==> config.mk <==
export PLATFORM = sky130hd
export DESIGN_NAME = ppm_mary_frame_encoder
export DESIGN_NICKNAME = d
export VERILOG_FILES = /design/src/rtl/ppm_mary_frame_encoder.sv
export SDC_FILE = /design/constraint.sdc
export NUM_CORES = 1
export LEC_CHECK = 0
export CAP_MARGIN = 20
export CORE_UTILIZATION = 50
export CTS_BUF_LIST = sky130_fd_sc_hd__clkbuf_4 sky130_fd_sc_hd__clkbuf_8
export DETAILED_ROUTE_END_ITERATION = 10
export PLACE_DENSITY_LB_ADDON = 0.2
export SYNTH_ARGS = -nofsm -noshare
export SYNTH_HDL_FRONTEND = slang
export SYNTH_SLANG_ARGS = --single-unit
==> constraint.sdc <==
create_clock -name clk -period 4.5 [get_ports clk]
set_clock_uncertainty 0.15 [all_clocks]
set_input_delay 0.45 -clock clk [delete_from_list [all_inputs] [get_ports clk]]
set_output_delay 0.45 -clock clk [all_outputs]
set_load 0.01 [all_outputs]
Fig. 1: run 1, metal 1
Cells faint in the background.
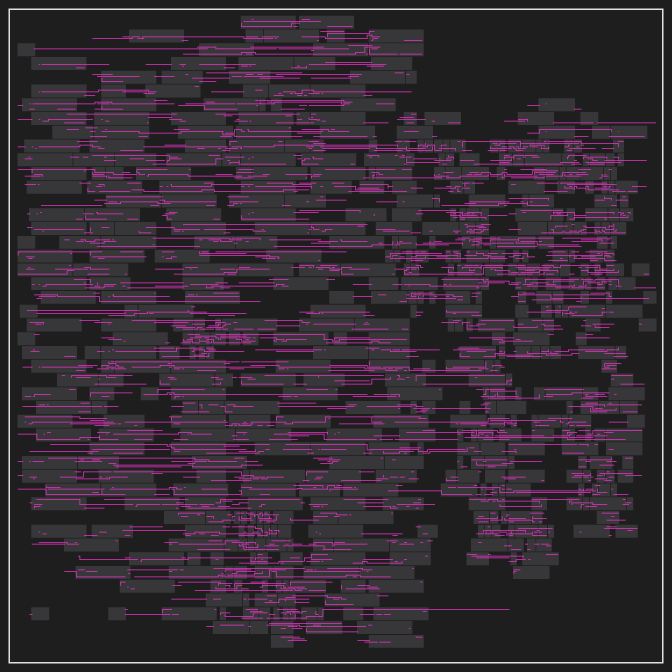
share of all routed wire: 44%
longest straight run: 38.2 µm
nets with wire on the layer: 564
main direction: horizontal
via count: 4402
detailed-route wire length: 15400 µm
met1 usage in global routing: 0.263

Fig. 2: run 1, M2 wires
Scale bar: 50 µm.
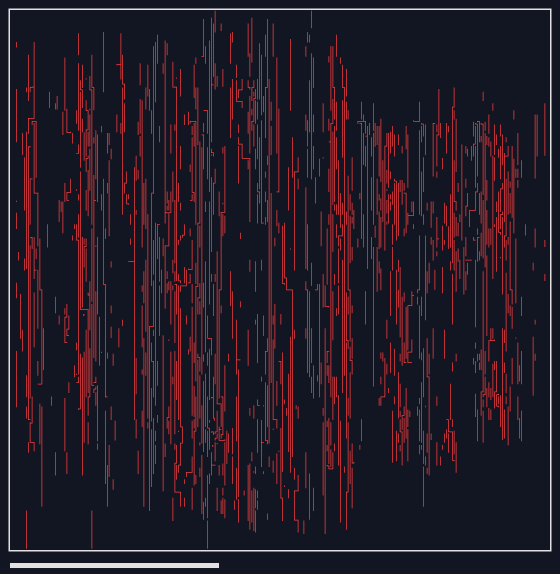
wire length on this layer: 7770 µm
nets with wire on the layer: 507
main direction: vertical
longest straight run: 86.9 µm
M2 GR Usage: 0.341

Fig. 3: run 1, metal 3
Scale bar: 50 µm.
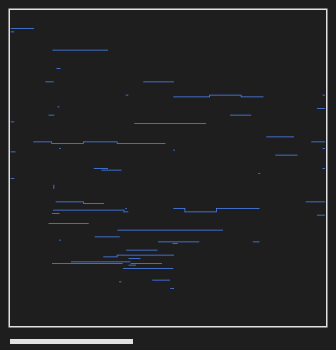
longest straight run: 42.8 µm
main direction: horizontal
wire length on this layer: 567 µm
GR Util met3: 0.0428

==> results.ini, run 1 <==
[drt]
first_pass_iters=7
drt-met1-wl_um=6720
topRoutingLayerUsed=met4
via_per_inst=5.62
wl_per_cell_um=19.7
met2_length_um=7770
drtIter0Drc=516
met3_length_um=566
drc=0

[yosys]
top_cells_by_count=144 x edfxtp_1, 45 x dfxtp_1, 44 x nor2_1
async_flop_share=0
synth-main-ff-cell=edfxtp_1
ys_cells=532
yosys_warnings=0
yosysSeqAreaShare=0.649
postSynthNetCount=569
yosysUniqueCellTypes=61
edf_count=144
synth_top_cell_by_count=edfxtp_1
ys_area_um2=8050
synth_cells=532
ys_ff=189
yosys.area.top_type=edfxtp_1
area_leaders=edfxtp_1 54%, dfxtp_1 11%, mux4_2 11%
top_area_frac=0.537
synth_area_um2=8050

[floorplanning]
num_io_pins=17
die-area_um2=16600
core_um2=15800
fp_util=0.509
die_w_um=129
num_rows=46
die_y_um=129

[pwr]
power_density_nw_per_um2=397
power_frac_seq=0.566
internal_power_mw=2.55
power_frac_clock=0.314
power_leader=sequential cells
p_comb_mw=0.423
p_leak_nw=2.88
switching_power_mw=0.969
pg_seq_mw=1.99

[layout]
fin_util=0.561
layoutNonFillerInstCount=783
largest_reg_flops=144
n_antenna_cell=0
syn_to_final_growth_pct=10.2
regArea_um2=5230
comb_area_um2=2600

[cts]
clkSinkCount=189
cts_buffer_depth=2
cts-htree-levels=4
cts_buffers=17
clock.latency.late_pin_ns=0.49
clk_pin_slew_ns=0.10
postCtsSetupBuffers=0
cts_resized=0
cts_tree=built

[placed_design]
port_buffers=16
place.gp.congestion=0.823
post-place-cells=749
hpwlAfterDp_um=9930

[setup_path]
critPathLaunchType=register
r2r_cells=14
cp-end-kind=register
critPathRequiredTime_ns=4.77
crit_arrival_ns=3.88
cp_max_fo=15

[sta]
period_minus_slack_ns=3.62
max_slew_margin=0.235
finalHoldViolCount=0
setup_ws_ns=0.884
worstMarginPinSlew_ns=1.14
fmax_mhz=277
rsz0062_at_grt=false

[flow_run]
warning_count=33
drv_cap=0

[global_route]
grt.busiest_layer=met2
grt_pass1_wl_um=24300
grt_pass1_vias=4355
antenna_found_initial=0

[hold_path]
holdPathStages=1
min-delay-path-class=register to register

[run_status]
status=completed

-- run 1: through the flow --
step	cell area, µm²	hold WS (ns)	power (mW)
floorplan	8050	0.257	2.31
global placement	8430	0.265	2.44
detailed placement	8450	0.277	2.45
CTS	8850	0.292	3.55
global route	8870	0.302	3.66
finish	8870	0.288	3.52
-- run 1: cell usage in the layout (no fill, tap or decap), drive strengths merged, types with 4 or more instances in the layout --
cell / count
nand2b: 8
mux4: 39
xnor2: 8
a21oi: 21
buf: 14
clkbuf: 17
o211ai: 5
nor2: 44
nand3: 4
xor2: 8
nor3: 9
clkdlybuf4s50: 16
o21ai: 11
dfxtp: 45
ha: 23
clkinv: 9
edfxtp: 144
o21a: 4
nor2b: 12
inv: 29
mux2i: 6
a211oi: 5
nand2: 32
-- run 1: cells by family (layout without fill, tap and decap cells) --
group	Yosys count	after routing	share of synthesized area
AND/OR/NAND/NOR	134	134	0.0862
buffers and inverters	51	86	0.0284
adder cells (fa/ha/maj)	25	25	0.0407
flip-flops	189	189	0.649
XOR/XNOR	16	16	0.0174
multiplexers	48	48	0.121
AND-OR/OR-AND	69	69	0.0575
-- run 1: worst max-delay path: stages, from the launching register on --
cell	delay, ns
dfxtp_1	0.34
ha_1	0.24
ha_1	0.24
and3b_1	0.24
a41oi_1	0.21
or3_1	0.19
clkinv_2	0.22
ha_1	0.35
inv_1	0.04
ha_1	0.22
fa_1	0.44
a21oi_1	0.15
nor2_1	0.06
or3_1	0.33
a21oi_1	0.14
-- run 1: cell type report --
type                    count  share of cell area
repair buffers             30              0.0312
inverters                  24              0.0103
well taps                 216              0.0305
clock inverters            15              0.0192
clock buffers              17              0.0264
flip-flops and latches    189               0.589
multi-input cells         292               0.293
==> run 2, diff against run 1 <==
Clock period 4.5 ns to 3.6 ns, I/O delays scaled along.
Fig. 4: run 2, M2 wires
Scale bar: 50 µm.
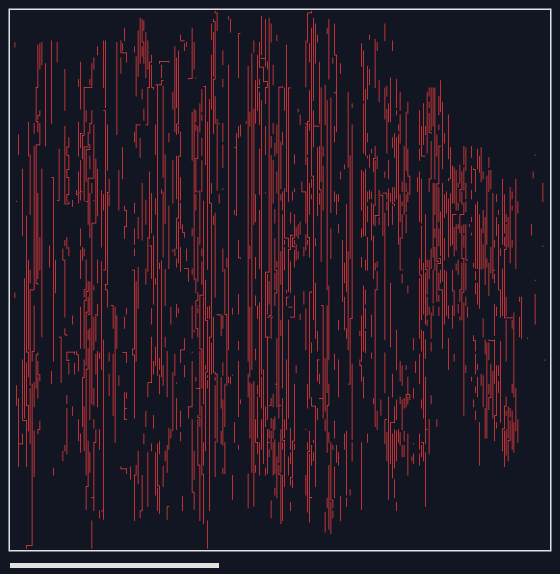
nets with wire on the layer: 511
main direction: vertical
longest straight run: 79.0 µm
wire length on this layer: 8150 µm
M2 GR Usage: 0.368
detailed-route wire length: 16100 µm
via count: 4432

Fig. 5: run 2, metal 1
Cells faint in the background.
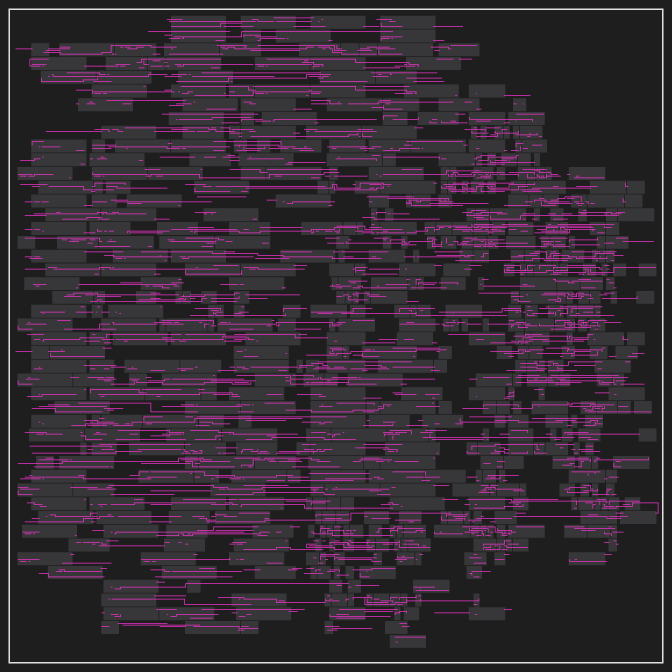
longest straight run: 32.2 µm
nets with wire on the layer: 576
met1 usage in global routing: 0.255

==> run 2 against run 1 <==
  * Worst setup slack worse by 0.63 ns
  * Worst hold slack better by 0.0024 ns
  * Register-to-register slack worse by 0.63 ns
  * Final area is 1.5% higher
  * Sequential cell count stayed put
==> results.ini, run 2 <==
[drt]
via_per_inst=5.53
drc=0
drtIter0Drc=268
wl_per_cell_um=20.0
detail-route-antenna-nets=0
first_pass_iters=4

[setup_path]
cp_max_fo=5
slowest_delay_ns=0.43
slowest_stage=fa_1
crit_chain=ha_1 > ha_1 > and3b_2 > a41oi_2 > or3_4 > clkinv_2 > ha_1 > inv_1 > ha_1 > fa_1 > a21oi_1 > nor2_1 > or3_1 > a21oi_1
crit_top_cell=ha_1
crit_arrival_ns=3.60
r2r_cells=14
critPathRequiredTime_ns=3.85
critPathLaunchType=register
cp_num_cells=14
cp-end-kind=register
path_class=register to register
critPathBufInv=2
crit_family=adder cells

[yosys]
synth-main-ff-cell=edfxtp_1
synth_cells=532
area_leaders=edfxtp_1 54%, dfxtp_1 11%, mux4_2 11%
simple_gate_share=0.0862
yosys.area.top_type=edfxtp_1
ys_sh_xor=0.0174
synth_area_um2=8050
ys_area_um2=8050
synth_top_cell_by_count=edfxtp_1
top_area_frac=0.537
topCombFamilyByArea=multiplexers
ys_cells=532
fa_ha_area_frac=0.0407
syn_area_per_cell_um2=15.1
synthAoiAreaFrac=0.0575
postSynthNetCount=569
yosysUniqueCellTypes=61
top_cells_by_count=144 x edfxtp_1, 45 x dfxtp_1, 44 x nor2_1
mux_area_frac=0.121
edf_count=144
yosysSeqAreaShare=0.649
async_flop_share=0
ys_ff=189
yosys_warnings=0

[floorplanning]
core_um2=15800
num_io_pins=17
die-area_um2=16600
die_y_um=129
num_rows=46
fp_util=0.509
die_w_um=129

[pwr]
power_density_nw_per_um2=493
p_leak_nw=2.97
power_frac_seq=0.558
combinationalPowerShare=0.122
internal_power_mw=3.31
power_frac_clock=0.320
switching_power_mw=1.13

[run_status]
status=completed

[cts]
clock.latency.late_pin_ns=0.47
cts_tree=built
clk_pin_slew_ns=0.10
cts_buffer_depth=2
ctsHoldBuffers=0
clock-root-buffer=clkbuf_8
cts-htree-levels=4
cts_resized=0
clkSinkCount=189
cts_buffers=17
postCtsSetupBuffers=0

[placed_design]
place.gp.congestion=0.877
hpwlAfterDp_um=10300
post-place-cells=768
place_area_um2=8580
dp_slack_ns=0.190
port_buffers=16

[layout]
n_fill_cell=1231
syn_to_final_growth_pct=11.8
layout_top_cell=edfxtp_1
layoutNonFillerInstCount=801
final_cell_mix=144 x edfxtp_1, 44 x nor2_1, 43 x dfxtp_1, 39 x mux4_2, 32 x nand2_1
regArea_um2=5230
largest_reg_flops=144
comb_area_um2=2610
fin_area_um2=9000
fin_util=0.569

[global_route]
grt_max_degree=42
grt_pass1_vias=4465
grt.overflow.total=0
grt_use_total=0.211
antenna_found_initial=1
grt_pass1_wl_um=25000

[sta]
post-route-period-util=0.929
max_slew_margin=0.592
finalHoldViolCount=0
worstMarginPinSlew_ns=0.611
rsz0062_at_grt=false
period_minus_slack_ns=3.35
fmax_mhz=299
setup_viol_count_final=0
setup_ws_ns=0.254

[hold_path]
min-delay-path-class=register to register
holdPathStages=1

[flow_run]
warning_count=33
drv_cap=0

Fig. 6: run 2, metal 3
Scale bar: 50 µm.
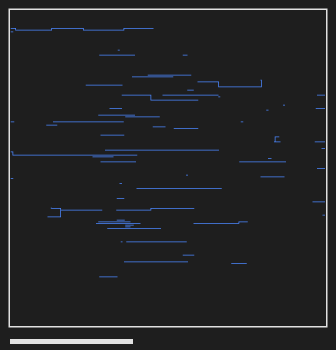
nets with wire on the layer: 34
wire length on this layer: 736 µm
main direction: horizontal
share of all routed wire: 4.6%
GR Util met3: 0.0516

[run 2: cell counts after synthesis]
No cell type changed its count.
[run 2: kinds of logic (layout without fill, tap and decap cells)]
kind of cell / Yosys count / in the layout
XOR/XNOR: 16 / 16
other: 0 / 1
adder cells (fa/ha/maj): 25 / 25
buffers and inverters: 51 / 103
AND-OR/OR-AND: 69 / 69
multiplexers: 48 / 48
flip-flops: 189 / 189
AND/OR/NAND/NOR: 134 / 134
[run 2: area by class of cell]
class,count,area share
Antenna cell,1,0.000278
Clock buffer,17,0.0260
Tap cell,216,0.0300
Multi-Input combinational cell,292,0.290
Inverter,24,0.0101
Clock inverter,15,0.0195
Sequential cell,189,0.581
Timing Repair Buffer,47,0.0436
[run 2: power groups by stage]
stage | clock, mW | combinational [mW] | sequential (mW)
after floorplan | 0 | 0.376 | 2.51
after global placement | 0 | 0.526 | 2.52
after detailed placement | 0 | 0.541 | 2.53
after CTS | 1.45 | 0.544 | 2.48
after global routing | 1.53 | 0.606 | 2.49
final | 1.42 | 0.541 | 2.48
[run 2: stage by stage]
step                      power (mW)  hold WS [ns]
after global placement          3.05         0.265
after global routing            4.62         0.308
final                           4.44         0.290
after floorplan                 2.89         0.257
after detailed placement        3.07         0.282
after CTS                       4.48         0.294
[run 2: per-layer routing]
metal / share of wire / GRT usage / vias to the layer above
li1: - / - / 2091
met1: 0.42 / 0.255 / 2220
met2: 0.51 / 0.368 / 95
met3: 0.046 / 0.0516 / 26
met4: 0.022 / 0.0789 / 0
met5: 0 / 0 / -
Power is estimated from default activity; no workload was simulated.
